**src/rtl/oversampled_tx.sv**
```systemverilog
// Oversampled serial transmitter: one bit per clock, MSB first, spread over an 8-sample word with a latched bit-boundary phase.
// Optional PRBS7 source when OVERSAMPLED_TX_PRBS_EN is defined.
module oversampled_tx #(
  parameter logic IDLE_LEVEL = 1'b0
) (
  input  logic       clk,
  input  logic       res_n,
  input  logic       enable,
  input  logic       din_valid,
  input  logic [7:0] din_data,
  output logic       din_ready,
  input  logic [2:0] phase,
  input  logic       prbs_mode,
  output logic [7:0] samples,
  output logic [7:0] o_edge,
  output logic       busy
);

  localparam logic ST_IDLE = 1'b0;
  localparam logic ST_SEND = 1'b1;

  logic       r_state;
  logic [2:0] r_bit_cnt;
  logic [7:0] r_shifter;
  logic       r_prev;
  logic [2:0] r_phase_cur;
  logic [7:0] r_samples;
  logic [7:0] r_edge;

  logic       w_prbs_on;
  logic       w_prbs_rise;
  logic       w_prbs_exit;
  logic       w_prbs_bit;
  logic       w_accept;
  logic       w_cur;
  logic [2:0] w_ph;
  logic [2:0] w_cnt;
  logic [7:0] w_samples;
  logic [7:0] w_edge;

`ifdef OVERSAMPLED_TX_PRBS_EN
  logic       r_prbs_d;
  logic [6:0] r_lfsr;
  logic [6:0] w_lfsr_src;

  // The seed is substituted on the rising edge so the first PRBS bit comes from 7'h7F.
  always_comb begin
    w_prbs_on   = prbs_mode;
    w_prbs_rise = prbs_mode & ~r_prbs_d;
    w_prbs_exit = ~prbs_mode & r_prbs_d;
    w_lfsr_src  = w_prbs_rise ? 7'h7F : r_lfsr;
    w_prbs_bit  = w_lfsr_src[6] ^ w_lfsr_src[5];
  end

  always_ff @(posedge clk) begin
    if (!res_n) begin
      r_prbs_d <= 1'b0;
      r_lfsr   <= 7'h7F;
    end else if (enable) begin
      r_prbs_d <= prbs_mode;
      if (w_prbs_on) r_lfsr <= {w_lfsr_src[5:0], w_prbs_bit};
    end
  end
`else
  logic w_unused_prbs;

  assign w_unused_prbs = prbs_mode;

  always_comb begin
    w_prbs_on   = 1'b0;
    w_prbs_rise = 1'b0;
    w_prbs_exit = 1'b0;
    w_prbs_bit  = 1'b0;
  end
`endif

  always_comb begin
    din_ready = enable & res_n & ~w_prbs_on &
                ((r_state == ST_IDLE) | (r_bit_cnt == 3'd7) | w_prbs_exit);
    w_accept  = din_valid & din_ready;
    w_cnt     = w_prbs_rise ? 3'd0 : r_bit_cnt;
    // PRBS relatches the boundary at every byte start; data mode only on acceptance.
    w_ph      = (w_prbs_on & (w_cnt == 3'd0)) ? phase : r_phase_cur;
    if (w_prbs_on)
      w_cur = w_prbs_bit;
    else if ((r_state == ST_SEND) && !w_prbs_exit)
      w_cur = r_shifter[3'd7 - r_bit_cnt];
    else
      w_cur = IDLE_LEVEL;
    w_samples = '0;
    for (int unsigned i = 0; i < 8; i++)
      w_samples[i] = (i < {29'd0, w_ph}) ? r_prev : w_cur;
    w_edge = (w_cur != r_prev) ? (8'h01 << w_ph) : 8'h00;
  end

  always_ff @(posedge clk) begin
    if (!res_n) begin
      r_state     <= ST_IDLE;
      r_bit_cnt   <= '0;
      r_shifter   <= '0;
      r_prev      <= IDLE_LEVEL;
      r_phase_cur <= '0;
      r_samples   <= {8{IDLE_LEVEL}};
      r_edge      <= '0;
    end else if (enable) begin
      r_samples <= w_samples;
      r_edge    <= w_edge;
      r_prev    <= w_cur;
      if (w_accept) begin
        r_shifter   <= din_data;
        r_bit_cnt   <= '0;
        r_phase_cur <= phase;
        r_state     <= ST_SEND;
      end else if (w_prbs_on) begin
        r_state     <= ST_SEND;
        r_bit_cnt   <= w_cnt + 3'd1;
        r_phase_cur <= w_ph;
      end else if ((r_state == ST_SEND) && !w_prbs_exit) begin
        r_bit_cnt <= r_bit_cnt + 3'd1;
        if (r_bit_cnt == 3'd7) r_state <= ST_IDLE;
      end else begin
        r_state   <= ST_IDLE;
        r_bit_cnt <= '0;
      end
    end
  end

  assign samples = r_samples;
  assign o_edge  = r_edge;
  assign busy    = (r_state == ST_SEND);

endmodule
```
**config.mk**
```make
export PLATFORM = sky130hd
export DESIGN_NAME = oversampled_tx
export DESIGN_NICKNAME = d
export VERILOG_FILES = /design/src/rtl/oversampled_tx.sv
export SDC_FILE = /design/constraint.sdc
export NUM_CORES = 1
export LEC_CHECK = 0
export CAP_MARGIN = 5
export CELL_PAD_IN_SITES_DETAIL_PLACEMENT = 1
export CELL_PAD_IN_SITES_GLOBAL_PLACEMENT = 2
export CORE_ASPECT_RATIO = 0.9
export CORE_MARGIN = 2
export CORE_UTILIZATION = 32
export CTS_BUF_LIST = sky130_fd_sc_hd__clkbuf_8
export CTS_CLUSTER_SIZE = 40
export DETAILED_ROUTE_END_ITERATION = 10
export PLACE_DENSITY = 0.83
export SLEW_MARGIN = 40
export SYNTH_ARGS = -nofsm -noshare
export SYNTH_HDL_FRONTEND = slang
export SYNTH_SLANG_ARGS = --single-unit
```
**constraint.sdc**
```tcl
create_clock -name clk -period 3 [get_ports clk]
set_input_delay 0.3 -clock clk [delete_from_list [all_inputs] [get_ports clk]]
set_output_delay 0.3 -clock clk [all_outputs]
set_load 0.01 [all_outputs]
```
==> images/m2.png <==
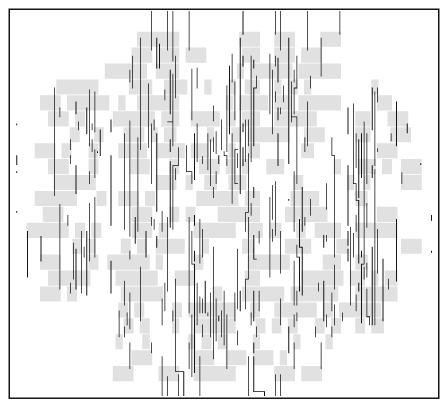
main direction	vertical
wire length on this layer	1510 µm
drt total wl: 3.277 mm
met2 usage: 22.97%
DR vias: 1185

==> images/gates.png <==
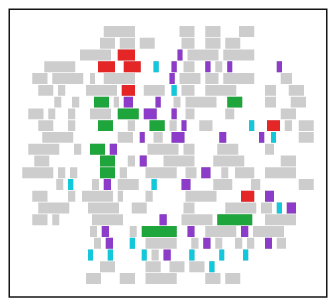
color	family	cells
red	non-inverting ao/oa cells	6
green	mux cells	10
purple	nand cells	30
cyan	inv cells	15
fin cells: 230
combinational share of cell area: 35.34%
most frequent logic cell in the layout: clkdlybuf4s50_1

==> images/congestion_map.png <==
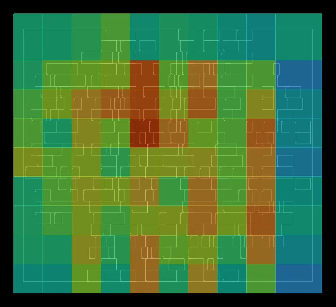
WL/cell: 14.25 µm
met3 Usage GRT: 5.183%
gr usage total: 15.26%

==> images/ff_map.png <==
Other sequential cells in the stronger gray, the rest of the logic in the fainter gray.
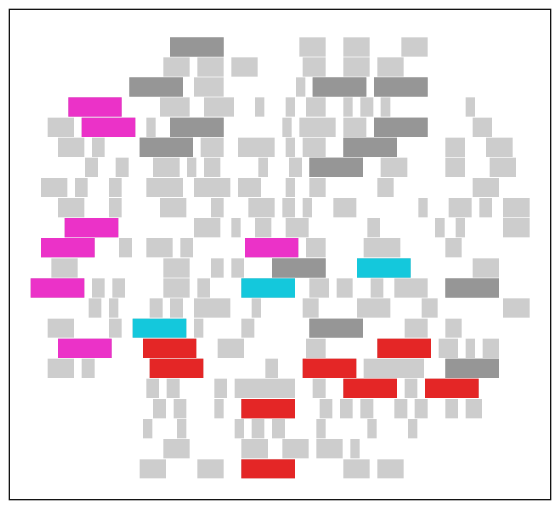
color	name in the netlist	sequential cells
cyan	r_phase_cur	3
magenta	samples	7
red	r_shifter	8
not colored	13
Util after Layout: 43.50%
flop share of the area: 34.78%
FF/Latch Area: 620.6 µm²

==> impl_metrics.env <==
# flow metrics
export IMPL_cellLeakagePower_nw=0.7154
export IMPL_cp_end_kind="primary output"
export IMPL_nWellTaps=48
export IMPL_met1_length_mm=1.591
export IMPL_rrSetupSlack_ns=0.99
export IMPL_status="completed"
export IMPL_crit_chain="ha_1 > ha_1 > inv_1 > a21oi_1 > clkdlybuf4s50_1"
export IMPL_worst_slew_pin_slew_ns=0.6785
export IMPL_fillers=477
export IMPL_drive_above_1_share_pct=7.692
export IMPL_clk_share_pct=4.558
export IMPL_dpl_instance_area_mm2=0.001703
export IMPL_adder_share_pct=1.820
export IMPL_final_area_mm2=0.001784
export IMPL_max_freq_mhz=473.2
export IMPL_logic_gates=94
export IMPL_comb_power_share_pct=10.3
export IMPL_root_buffer="clkbuf_8"
export IMPL_cp_arrival_ns=1.81
export IMPL_buffers=34
export IMPL_dr_pass1_iters=4
export IMPL_log_warning_count=27
export IMPL_ys_ff=31
export IMPL_seqPwrFrac_pct=53.3
export IMPL_common_cells="dfxtp_1, o21ai_0, inv_1"
export IMPL_drv_cap=0
export IMPL_synth_area_per_cell_um2=8.871
export IMPL_fin_tns_setup_ns=0
export IMPL_setup_viol=0
export IMPL_grt_pass1_vias=1224
export IMPL_dp_cells=222
export IMPL_finalPower_uw=828.6
